`src/rtl/seg_pkg.sv`:
```
// Shared constants for the multiplexed seven-segment scan driver.
// Glyph table is bit7=a .. bit1=g, bit0=dp, active-high.
package seg_pkg;

  localparam int SEG_A  = 7;
  localparam int SEG_B  = 6;
  localparam int SEG_C  = 5;
  localparam int SEG_D  = 4;
  localparam int SEG_E  = 3;
  localparam int SEG_F  = 2;
  localparam int SEG_G  = 1;
  localparam int SEG_DP = 0;

  localparam logic [7:0] BLANK_GLYPH = 8'h00;

  localparam logic [15:0][7:0] GLYPH_TAB = {
    8'h8e, 8'h9e, 8'h7a, 8'h9c,
    8'h3e, 8'hee, 8'hf6, 8'hfe,
    8'he0, 8'hbe, 8'hb6, 8'h66,
    8'hf2, 8'hda, 8'h60, 8'hfc
  };

endpackage

```
`src/rtl/seg_scan_driver_hex.sv`:
```
// Combinational hex nibble plus decimal point to segment glyph.
// Used once, after the digit mux.
import seg_pkg::*;

module hex_to_seg (
  input  logic [3:0] nib,
  input  logic       dp,
  output logic [7:0] glyph
);

  // table lookup, dp lands on its own bit
  always_comb begin
    glyph         = GLYPH_TAB[nib];
    glyph[SEG_DP] = dp;
  end

endmodule

```
`src/rtl/seg_scan_driver.sv`:
```
// Time-multiplexed seven-segment scan driver with frame-synchronous load.
// Define SEG_LZ_BLANK_EN to auto-blank leading zero digits.
import seg_pkg::*;

module seg_scan_driver #(
  parameter int N_DIGITS = 8,
  parameter int GROUP    = 4,
  parameter int DIV_MAX  = 50000
) (
  input  logic                  clk,
  input  logic                  rst,
  input  logic [4*N_DIGITS-1:0] data_in,
  input  logic [N_DIGITS-1:0]   dp_in,
  input  logic [N_DIGITS-1:0]   blank_in,
  input  logic                  load,
  output logic                  load_ack,
  output logic                  frame_tick,
  output logic [7:0]            seg0,
  output logic [7:0]            seg1,
  output logic [N_DIGITS-1:0]   an
);

  localparam int IW  = (N_DIGITS > 1) ? $clog2(N_DIGITS) : 1;
  localparam int IW1 = IW + 1;
  localparam int DW  = (DIV_MAX > 0) ? $clog2(DIV_MAX + 1) : 1;

  localparam logic [DW-1:0]  DIV_TOP  = DW'(DIV_MAX);
  localparam logic [IW-1:0]  IDX_LAST = IW'(N_DIGITS - 1);
  localparam logic [IW1-1:0] GRP      = IW1'(GROUP);

  logic [DW-1:0]           div;
  logic [IW-1:0]           idx;
  logic                    tick;
  logic                    wrap;

  logic [4*N_DIGITS-1:0]   pend_data;
  logic [N_DIGITS-1:0]     pend_dp;
  logic [N_DIGITS-1:0]     pend_blank;
  logic                    pend_vld;

  logic [4*N_DIGITS-1:0]   act_data;
  logic [N_DIGITS-1:0]     act_dp;
  logic [N_DIGITS-1:0]     act_blank;

  logic                    wrap_q;
  logic                    ack_q;

  logic [N_DIGITS-1:0]     lz_blank;
  logic [N_DIGITS-1:0]     an_nxt;
  logic [3:0]              nib;
  logic                    dp_sel;
  logic                    blank_sel;
  logic [7:0]              glyph;
  logic [7:0]              glyph_out;
  logic                    in_grp1;

  assign tick = (div == DIV_TOP);
  assign wrap = tick && (idx == IDX_LAST);

  // dwell divider: count up to DIV_MAX then restart
  always_ff @(posedge clk) begin
    if (rst) begin
      div <= '0;
    end else if (tick) begin
      div <= '0;
    end else begin
      div <= div + 1'b1;
    end
  end

  // scan index advances per tick and wraps at the last digit
  always_ff @(posedge clk) begin
    if (rst) begin
      idx <= '0;
    end else if (wrap) begin
      idx <= '0;
    end else if (tick) begin
      idx <= idx + 1'b1;
    end
  end

  // double-buffered display data; commit only at the frame wrap
  always_ff @(posedge clk) begin
    if (rst) begin
      pend_data  <= '0;
      pend_dp    <= '0;
      pend_blank <= '0;
      pend_vld   <= 1'b0;
      act_data   <= '0;
      act_dp     <= '0;
      act_blank  <= '0;
    end else begin
      if (wrap && pend_vld) begin
        act_data  <= pend_data;
        act_dp    <= pend_dp;
        act_blank <= pend_blank;
      end
      if (load) begin
        pend_data  <= data_in;
        pend_dp    <= dp_in;
        pend_blank <= blank_in;
        pend_vld   <= 1'b1;
      end else if (wrap) begin
        pend_vld   <= 1'b0;
      end
    end
  end

`ifdef SEG_LZ_BLANK_EN
  logic lz_acc;

  // dark every digit above the top nonzero nibble or dp
  always_comb begin
    lz_acc   = 1'b0;
    lz_blank = '0;
    for (int i = N_DIGITS - 1; i >= 0; i--) begin
      lz_acc      = lz_acc | (|act_data[4*i +: 4]) | act_dp[i];
      lz_blank[i] = ~lz_acc;
    end
    lz_blank[0] = 1'b0;
  end
`else
  assign lz_blank = '0;
`endif

  // select the scanned digit ahead of the output registers
  always_comb begin
    an_nxt      = '0;
    an_nxt[idx] = 1'b1;
    nib         = act_data[{idx, 2'b00} +: 4];
    dp_sel      = act_dp[idx];
    blank_sel   = act_blank[idx] | lz_blank[idx];
    in_grp1     = ({1'b0, idx} < GRP);
  end

  hex_to_seg u_hex (
    .nib   (nib),
    .dp    (dp_sel),
    .glyph (glyph)
  );

  assign glyph_out = blank_sel ? BLANK_GLYPH : glyph;

  // frame and ack pulses lag the commit to align with digit 0
  always_ff @(posedge clk) begin
    if (rst) begin
      wrap_q     <= 1'b0;
      ack_q      <= 1'b0;
      frame_tick <= 1'b0;
      load_ack   <= 1'b0;
    end else begin
      wrap_q     <= wrap;
      ack_q      <= wrap && pend_vld;
      frame_tick <= wrap_q;
      load_ack   <= ack_q;
    end
  end

  // registered digit select and segment buses
  always_ff @(posedge clk) begin
    if (rst) begin
      an   <= N_DIGITS'(1);
      seg0 <= BLANK_GLYPH;
      seg1 <= BLANK_GLYPH;
    end else begin
      an <= an_nxt;
      if (in_grp1) begin
        seg1 <= glyph_out;
        seg0 <= BLANK_GLYPH;
      end else begin
        seg0 <= glyph_out;
        seg1 <= BLANK_GLYPH;
      end
    end
  end

endmodule
```
`config.mk`:
```
export PLATFORM = sky130hd
export DESIGN_NAME = seg_scan_driver
export DESIGN_NICKNAME = d
export VERILOG_FILES = /design/src/rtl/seg_pkg.sv /design/src/rtl/seg_scan_driver_hex.sv /design/src/rtl/seg_scan_driver.sv
export SDC_FILE = /design/constraint.sdc
export NUM_CORES = 1
export LEC_CHECK = 0
export ABC_AREA = 1
export CAP_MARGIN = 15
export CELL_PAD_IN_SITES_DETAIL_PLACEMENT = 0
export CELL_PAD_IN_SITES_GLOBAL_PLACEMENT = 1
export CORE_UTILIZATION = 40
export CTS_BUF_LIST = sky130_fd_sc_hd__clkbuf_8 sky130_fd_sc_hd__clkbuf_16
export DETAILED_ROUTE_END_ITERATION = 10
export PLACE_DENSITY_LB_ADDON = 0.25
export SYNTH_ARGS = -nofsm -noshare
export SYNTH_HDL_FRONTEND = slang
export SYNTH_SLANG_ARGS = --single-unit
```
`constraint.sdc`:
```
create_clock -name clk -period 5.3 [get_ports clk]
set_clock_uncertainty 0.15 [all_clocks]
set_input_delay 1.06 -clock clk [delete_from_list [all_inputs] [get_ports clk]]
set_output_delay 1.06 -clock clk [all_outputs]
set_load 0.03 [all_outputs]
```
**Signal wires on met1**

The bar under the picture is 20 µm long. Cells faint in the background.
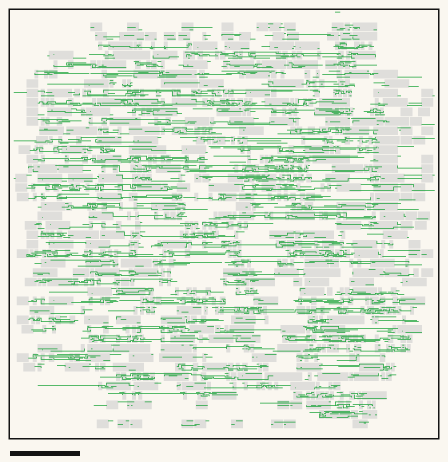
share of all routed wire: 50%
nets with wire on the layer: 849

**Metal 2**

The bar under the picture is 20 µm long. Cells faint in the background.
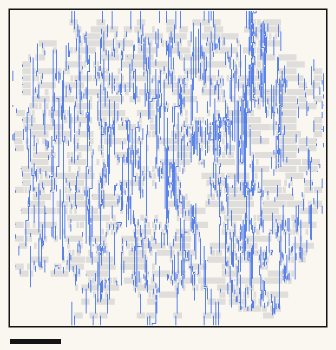
main direction: vertical
longest straight run: 50.0 µm

**Signal wires on met3**

The bar under the picture is 20 µm long. Cells faint in the background.
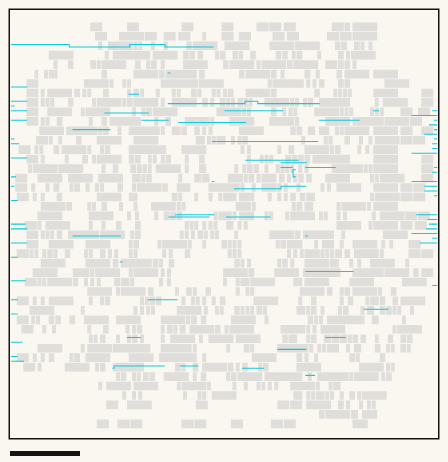
nets with wire on the layer: 65
longest straight run: 30.4 µm
wire length on this layer: 528 µm

**Signal wires on met4**

The bar under the picture is 20 µm long.
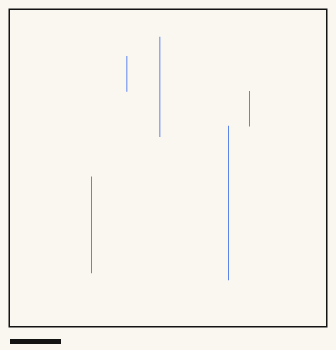
nets with wire on the layer: 2
longest straight run: 59.8 µm
wire length on this layer: 163 µm
total wire length: 13020 µm
via count: 5070

==> Slide: Implementation Results <==
Run Summary

Worst setup path
  • Worst path cell trace: clkdlybuf4s50_1, clkinv_1, buf_4, o21ai_0, a21oi_1
  • Crit end category: flip-flop
  • Crit path required time: roughly 5400 ps
  • Worst setup SP type: input pin
  • Max FO, Critical Path: 60
  • Max stage delay on crit path: 1180 ps
  • Slowest cell on the critical path: clkdlybuf4s50_1
  • WS Path Type: input pin to flip-flop
  • Arr. time, crit path: 3060 ps

STA
  • RSZ-0062 raised after global routing: false
  • Worst Tran Pin Value: 1076 ps
  • Setup TNS: 0 ps
  • Slew headroom: 28.04%
  • Peak Freq: about 340 MHz
  • Fin crit period: 2936 ps
  • Slew Viols, Final: 0
  • Final hold viol count: 0
  • Fin crit share: approximately 55%
  • Final setup viols: 0

Logic synthesis
  • Syn_area_per_cell: 7.294 µm²
  • Syn Nets: between 800 and 900
  • Synth Cell Area: roughly 0.0059 mm²
  • Synth unique cells: 34
  • Yosys cell count: 805
  • Warnings, synthesis: 0
  • Syn Inst Count: between 800 and 900
  • Yosys synthesis chip area: 0.005872 mm²
  • Post-synth seq share: between 40 and 50%
  • Flops after synth: 144

Floorplanning
  • Top-Level Pins: 77
  • Core area: 0.01410 mm²
  • Row cnt: 43
  • Die height: approximately 120 µm
  • Chip area: 0.01517 mm²
  • Die W: 123.2 µm
  • Floorplan core density: 41.66%

Final layout
  • Commonest Layout Cell: nor2_1
  • Most frequent cells in the layout: 195 x nor2_1, 144 x dfxtp_1, 128 x nand2_1, 85 x o21ai_0, 76 x clkdlybuf4s50_1
  • Layout cell share with drive strength beyond 1: 5.822%
  • P&R area growth vs syn: 25.91%
  • NumNets Final: 925
  • ANT cells: 0
  • Layout fillers: ~1400

Job
  • Tool warnings: 32
  • Max_cap viols: 0

Pwr
  • Switching power share of the total: around a fifth
  • P_int: ~2200 µW
  • Tot Pwr: 2704 µW
  • Leak Pwr: 0.003232 µW
  • Power per Cell Area: between 300 and 400 mW/mm²
  • NetSw: 505.6 µW
  • Combinational share of power: ~4.1%
  • Sequential Power Share: 41.7%
  • Clk pwr share: 54.2%

Outcome
  • Outcome: finished clean

CTS
  • H-tree Lvls: 4
  • Post-CTS Setup Bufs: 0
  • CTS buffer count: 17
  • Clock root buffer: clkbuf_16
  • CTS sink count: 144
  • Clock transition at path regs: around 60 ps
  • Late-Pin Clk Latency: between 400 and 500 ps
  • Hold_buf cts: 0
  • CTS tree: built
  • Post-cts sizing count: 0
  • Bufs on Longest Clock Path: 2

Place
  • Gpl congestion: ~0.8
  • Dpl hpwl: 8809 µm
  • Buffers on Ports: 76

Drt
  • Vias per Instance: a little under 5
  • Post-route antenna net violation count: 0
  • Average wire per standard cell: 12.32 µm
  • DRC viols: 0
  • Pre-antenna DRT Iters: 6
  • Drt first-iter violations: around 320

Global routing
  • Vias in the first global route: ~4800
  • Initial antenna violation count: 0
  • Largest net degree at the start of global routing: around 61
  • First-pass GRT wire length: 21970 µm
  • Tot GR Track Use: 18.66%
  • Remaining global-route overflow: 0

Min path
  • Min-delay worst type: flip-flop to flip-flop
[power groups by stage]
stage	Combinational (µW)	Sequential [µW]	Clock, µW
floorplan	53.6	1150	0
CTS	113	1130	1490
global route	126	1130	1540
detailed placement	113	1150	0
finish	112	1130	1460
global placement	109	1150	0
[layout make-up]
type / instances / area, µm² / share of cell area [%]
Clock inverter: 13 / 290.3 / 3.926
Clock buffer: 18 / 439.2 / 5.940
Tap cell: 180 / 225.2 / 3.046
Sequential cell: 144 / 2883 / 38.99
Inverter: 76 / 286.5 / 3.875
Timing Repair Buffer: 80 / 790.8 / 10.70
Multi-Input combinational cell: 545 / 2479 / 33.53
[through the flow]
stage / std cells / worst slack [ps] / util [%] / hold slack [ps] / instance area, µm²
after global placement: 1025 / 1999 / 47.28 / 243.0 / 6664
after global routing: 1056 / 2093 / 52.45 / 271.6 / 7393
after floorplan: 805 / 3159 / - / 238.3 / 5872
final: 1056 / 2364 / 52.45 / 249.8 / 7393
after CTS: 1056 / 2359 / 52.45 / 252.9 / 7393
after detailed placement: 1025 / 1907 / 47.28 / 244.9 / 6664
[state kept, by name, summed over array words and instances, names as in the netlist, 3 cells and up]
name        count
act_dp          8
seg0            8
pend_blank      8
an              8
pend_data      32
div            16
act_blank       8
act_data       32
pend_dp         8
seg1            8
idx             3
[worst paths after layout]
path	start	to	slack, ps	depth (start not counted)
setup reg to reg	idx[0]	seg0[7]	2720	12
hold reg to reg	ack_q	load_ack	250	2
setup / recovery	load	pend_blank[2]	2360	5
hold / removal	ack_q	load_ack	250	2
[worst max-delay path: cells and delay by family]
family / cells / cell delay [ps]
buffers and inverters: 3 / 1690
AOI/OAI and AO/OA: 2 / 300
[synthesized netlist by cell type (all sizes together)]
library cell	n	area (µm²)
nor2	202	790.8
dfxtp	144	2883
nand2	130	493.0
o21ai	95	475.5
inv	74	277.8
nand3	44	230.2
a21oi	37	185.2
clkbuf	23	87.58
buf	17	136.4
ha	10	125.1
nor3	6	30.03
nand4	5	31.28
o211ai	4	30.03
clkinv	2	8.750
nand3b	2	15.01
nor3b	2	15.01
o31ai	2	15.01
or2	2	12.52
a211oi	1	7.510
o21a	1	7.510
o221ai	1	8.760
o22ai	1	6.260
[cell families (layout without fill, tap and decap cells)]
group	after synthesis	after routing	share of synthesized area [%]
buf+inv	116	187	8.693
simple gates	393	393	27.55
compound gates	142	142	12.53
flops	144	144	49.09
fa+ha+maj	10	10	2.131
[per-layer routing]
| metal | GRT usage [%] | vias to the layer above | share of wire, % |
|---|---|---|---|
| li1 | - | 2667 | - |
| met1 | 23.94 | 2283 | 50 |
| met2 | 30.17 | 104 | 45 |
| met3 | 4.013 | 16 | 4.1 |
| met4 | 7.982 | 0 | 1.3 |
| met5 | 0 | - | 0 |
Power figures rest on the tool's default switching activity, not on a simulated workload.
